Design fetch_line_streamer, sky130hd; sources not shown.
**Run 1: nets reached from selected ports**

(3 px per um)
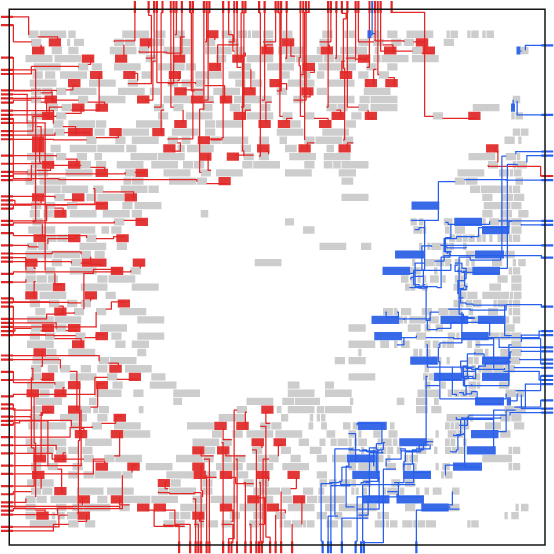
colour	port	direction	end cells	wire
blue	`ic_req_addr`	output	32	1850 um
red	`ic_rsp_data`	input	128	4120 um
I/O pins: 367
IO Port Bufs: 328

**Run 1: clock distribution**

(3 px per um)
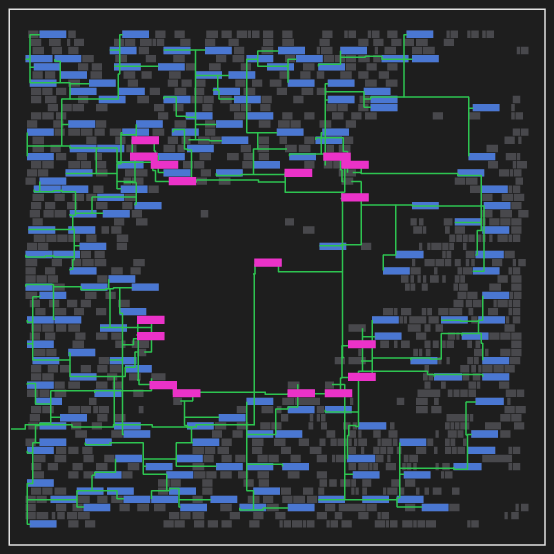
[blue] flip-flops | count: 164
[green] clock wires | length: 2620 um
[magenta] cells driving clock nets | count: 17
flops lie	widely spread
latest clock arrival within the worst-skew pair: 0.42 ns
Clk network pwr share: 0.276
P_clk: 0.00326 W

**Run 1: track usage over the die**

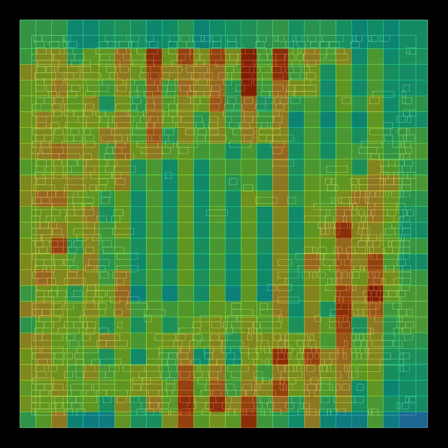
final core occ: 0.421
GR Util met1: 0.167
Total GRT Usage: 0.144

==> metrics.csv, run 1 <==
stage,metric,value,unit
outcome,status,completed,
layout,dominant-cell-class,registers,
clocking,clkTransAtPathRegs,0.08,ns
grt,antenna_found_initial,1,
yosys,yosys_cells,531,
detailed_routing,wl_met1,8.91,mm
yosys,synth_area,7060,sq um
detailed_routing,dr.pass1.iters,4,
sta,fin_crit_sh,0.973,
die,die_area,31700,sq um
power,p_per_area,1010,nW/um^2
layout,drive_above_1_share,0.273,
layout,num-nonclk-buffers,400,
grt,grt_max_degree,86,
place,dp_hpwl,17.7,mm
yosys,ys_warn_count,0,
sta,period_needed,1.99,ns
sta,max_slew_margin,0.558,
sta,fmax,501,MHz
detailed_routing,drc_errors,0,
grt,use_met3,0.0735,
die,core,27900,sq um
critical_path,r2r_slack,0.09,ns
layout,antenna_cells,0,
yosys,syn_avg_cell_area,13.3,sq um
detailed_routing,drt-wirelength-per-cell,17.7,um
clocking,clockBufferDepth,2,
critical_path,arrival,1.48,ns
detailed_routing,drt_iter0_drc,172,
critical_path,crit_chain,clkdlybuf4s50_1,
layout,comb_share,0.229,
yosys,top_cell_area_share,0.581,
layout,inverters,7,
clocking,root_buffer,clkbuf_16,
run,drv_cap,0,
critical_path,crit_type,flop to output pin,
die,tap_cells,378,
critical_path,critical_path.max_stage_delay,0.61,ns
critical_path,r2r_cells,6,
die,die_w,178,um
clocking,postCtsSetupBuffers,2,
die,dieHeight,178,um
detailed_routing,wl_met2,11.5,mm
layout,lay_top_count,clkdlybuf4s50_1,
detailed_routing,routed_wl,23.3,mm
sta,finalMaxSlewViolations,0,
layout,clk_share,0.0512,
sta,worstMarginPinSlew,0.662,ns
grt,grt_util_met2,0.238,
sta,finalHoldViolations,0,
yosys,ys.flops,164,
sta,worst_slack,0.0559,ns
## run 1: through the flow
| stage | area [sq um] | std cells | power [W] | hold slack (ns) | util |
|---|---|---|---|---|---|
| global route | 11700 | 1313 | 0.0125 | 0.157 | 0.421 |
| floorplan | 7200 | 568 | 0.00604 | 0.0144 | - |
| finish | 11700 | 1313 | 0.0118 | 0.172 | 0.421 |
| detailed placement | 11000 | 1275 | 0.00863 | 0.334 | 0.394 |
| global placement | 11000 | 1274 | 0.00859 | 0.389 | 0.393 |
| CTS | 11700 | 1309 | 0.0120 | 0.148 | 0.419 |
## run 1: cell usage after synthesis (all sizes together)
| library cell | n |
|---|---|
| a32oi | 2 |
| xor2 | 2 |
| xnor2 | 2 |
| nor4b | 1 |
| a311oi | 1 |
| nand4 | 13 |
| a41oi | 2 |
| and2 | 1 |
| and4 | 3 |
| mux2 | 132 |
| clkbuf | 7 |
| buf | 58 |
| o21ai | 22 |
| nor3 | 4 |
| and3 | 2 |
| o211ai | 6 |
| or3 | 4 |
| o311ai | 7 |
| o31a | 1 |
| mux2i | 3 |
| nor2b | 5 |
| o21bai | 2 |
| nand3 | 10 |
| inv | 7 |
| nand2 | 32 |
| conb | 1 |
| a221o | 3 |
| nor2 | 11 |
| dfrtp | 164 |
| ha | 1 |
| o221ai | 1 |
| nand2b | 2 |
| nand3b | 4 |
| nor4 | 5 |
| a21oi | 9 |
| a211o | 1 |
## run 1: report_power, final
part	switching (W)	internal [W]
logic	0.00146	0.00247
registers	0.000509	0.00412
clock network	0.00159	0.00168
## run 1: cell families after synthesis
group	Yosys count	synth area share
compound gates	57	0.0533
xor+xnor	4	0.00496
buf+inv	72	0.0625
mux	135	0.215
fa+ha+maj	1	0.00177
other cells	1	0.000531
flops	164	0.581
simple gates	97	0.0810
**Run 1: gate families picked out**

(2 px per um)
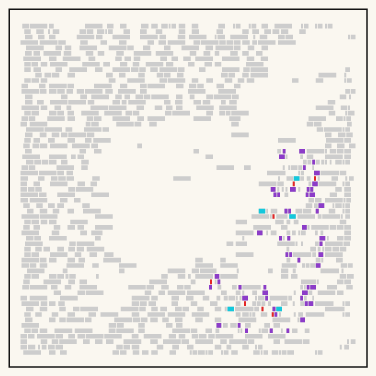

==> inputs of run 2 (changes only) <==
--- a/config.mk
+++ b/config.mk
@@ -10,6 +10,8 @@
 export DETAILED_ROUTE_END_ITERATION = 8
 export GPL_TIMING_DRIVEN = 0
 export PLACE_DENSITY = 0.59
+export RECOVER_POWER = 50
+export SKIP_LAST_GASP = 1
 export SYNTH_ARGS = -nofsm -noshare
 export SYNTH_HDL_FRONTEND = slang
 export SYNTH_SLANG_ARGS = --single-unit
**Run 2: gate families picked out**

(2 px per um)
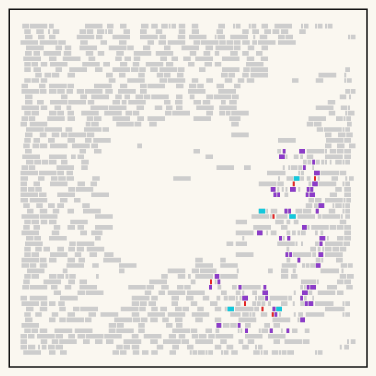
colour	family	cells	most used
purple	inverting AOI/OAI gates	52	o21ai_0
cyan	AND-OR and OR-AND gates	5	a221o_1
red	inverters	7	inv_1
Final Instance Count excl. Fillers: 1314
Comb/total area: 0.228
Commonest Layout Cell: clkdlybuf4s50_1

==> run 2 against run 1 <==
  * Register-to-register slack got worse by 0.04 ns
  * Utilization about the same
  * Die area unchanged
  * Largest power group unchanged
==> metrics.csv, run 2 <==
stage,metric,value,unit
clocking,clkTransAtPathRegs,0.07,ns
yosys,ys.flops,164,
power,p_per_area,1010,nW/um^2
place,io_buffer_count,328,
die,die_w,178,um
critical_path,end_kind,flop,
yosys,top_cell,dfrtp_1,
place,dp_cells,1275,
sta,holdWs,0.209,ns
sta,fmax,501,MHz
sta,fin_crit_sh,0.974,
critical_path,r2r_cells,6,
power,totalPowerFinal,0.0118,W
yosys,syn_avg_cell_area,13.3,sq um
grt,grt_max_degree,86,
yosys,synth_area,7060,sq um
detailed_routing,ant_nets,0,
run,drv_cap,0,
place,dp_hpwl,17.7,mm
clocking,clk_latency,0.42,ns
die,die_area,31700,sq um
layout,drive_above_1_share,0.272,
sta,worstMarginPinSlew,0.663,ns
yosys,top_cell_area_share,0.581,
layout,n_fill_cell,2664,
grt,grt_use_total,0.144,
detailed_routing,routed_wl,23.2,mm
clocking,clockBufferDepth,2,
yosys,edf_count,0,
sta,period_needed,2.00,ns
yosys,yosys_cells,531,
die,dieHeight,178,um
layout,stdcell_area,11700,sq um
die,core,27900,sq um
outcome,status,completed,
place,dpl_worst_slack,-0.759,ns
detailed_routing,drt-wirelength-per-cell,17.7,um
detailed_routing,drt_iter0_drc,174,
die,ios,367,
grt,antenna_found_initial,0,
yosys,ys_warn_count,0,
detailed_routing,dr.pass1.iters,4,
critical_path,crit_type,flop to flop,
sta,finalHoldViolations,0,
critical_path,arrival,2.20,ns
yosys,synthArstFlopShare,1.00,
sta,worst_slack,0.0542,ns
layout,final_util,0.421,
yosys,ys.flop_type,dfrtp_1,
yosys,synthTopCellsByCount,"dfrtp_1, mux2_2, buf_4",
sta,max_slew_margin,0.558,
critical_path,r2r_slack,0.05,ns
clocking,root_buffer,clkbuf_16,
sta,finalMaxSlewViolations,0,
**Run 2: clock distribution**

(3 px per um)
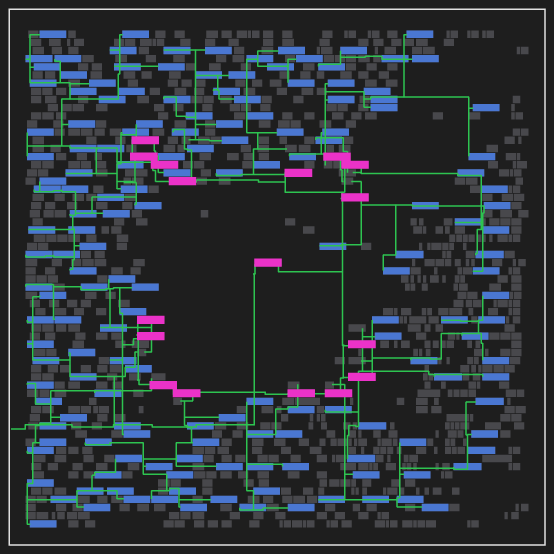
[green] clock wires | length: 2620 um
[blue] flip-flops | count: 164
[magenta] cells driving clock nets | count: 17
routed clock nets	18
flops lie	widely spread

## run 2: layout make-up
cell class	instances	area (sq um)	share of cell area
Inverter	7	26.3	0.00224
Tap cell	378	473	0.0403
Buffer	64	453	0.0386
Clock inverter	14	161	0.0138
Multi-Input combinational cell	332	2680	0.228
Sequential cell	164	4110	0.351
Clock buffer	18	439	0.0375
Timing Repair Buffer	337	3380	0.288
## run 2: per-layer routing
metal  track usage  vias up  part of all wire
li1              -     2605                 -
met3        0.0735        9              0.12
met1         0.167     2766              0.38
met5             0        -                 0
met4        0.0300        0            0.0070
met2         0.238      240              0.49
## run 2: timing repair
item | CTS | global route
pin swaps | 0 | 2
hold buffers | 1 | 0
setup endpoints to repair | 141 | 48
buffers inserted | 2 | 5
hold endpoints to repair | 79 | 0
resized | 26 | 12
## run 2: logic make-up (layout without fill, tap and decap cells)
group | after synthesis | after routing | share of synthesized area
flip-flops | 164 | 164 | 0.581
multiplexers | 135 | 135 | 0.215
AND/OR/NAND/NOR | 97 | 97 | 0.0810
buffers and inverters | 72 | 440 | 0.0625
AND-OR/OR-AND | 57 | 57 | 0.0533
XOR/XNOR | 4 | 4 | 0.00496
adder cells (fa/ha/maj) | 1 | 1 | 0.00177
other | 1 | 38 | 0.000531
## run 2: power breakdown
group          internal (W)  leakage, nW  switching (W)
combinational       0.00247         2.68        0.00146
sequential          0.00412         2.07       0.000505
clock               0.00168        0.290        0.00159
total               0.00827         5.03        0.00355
## run 2: critical path, cell delays in order, from the launching register on
cell,delay [ns]
dfrtp_2,0.41
ha_2,0.23
nand3_2,0.13
or3_4,0.43
o21ai_0,0.18
o21ai_0,0.10
a221o_1,0.30
Power is estimated from default activity; no workload was simulated.
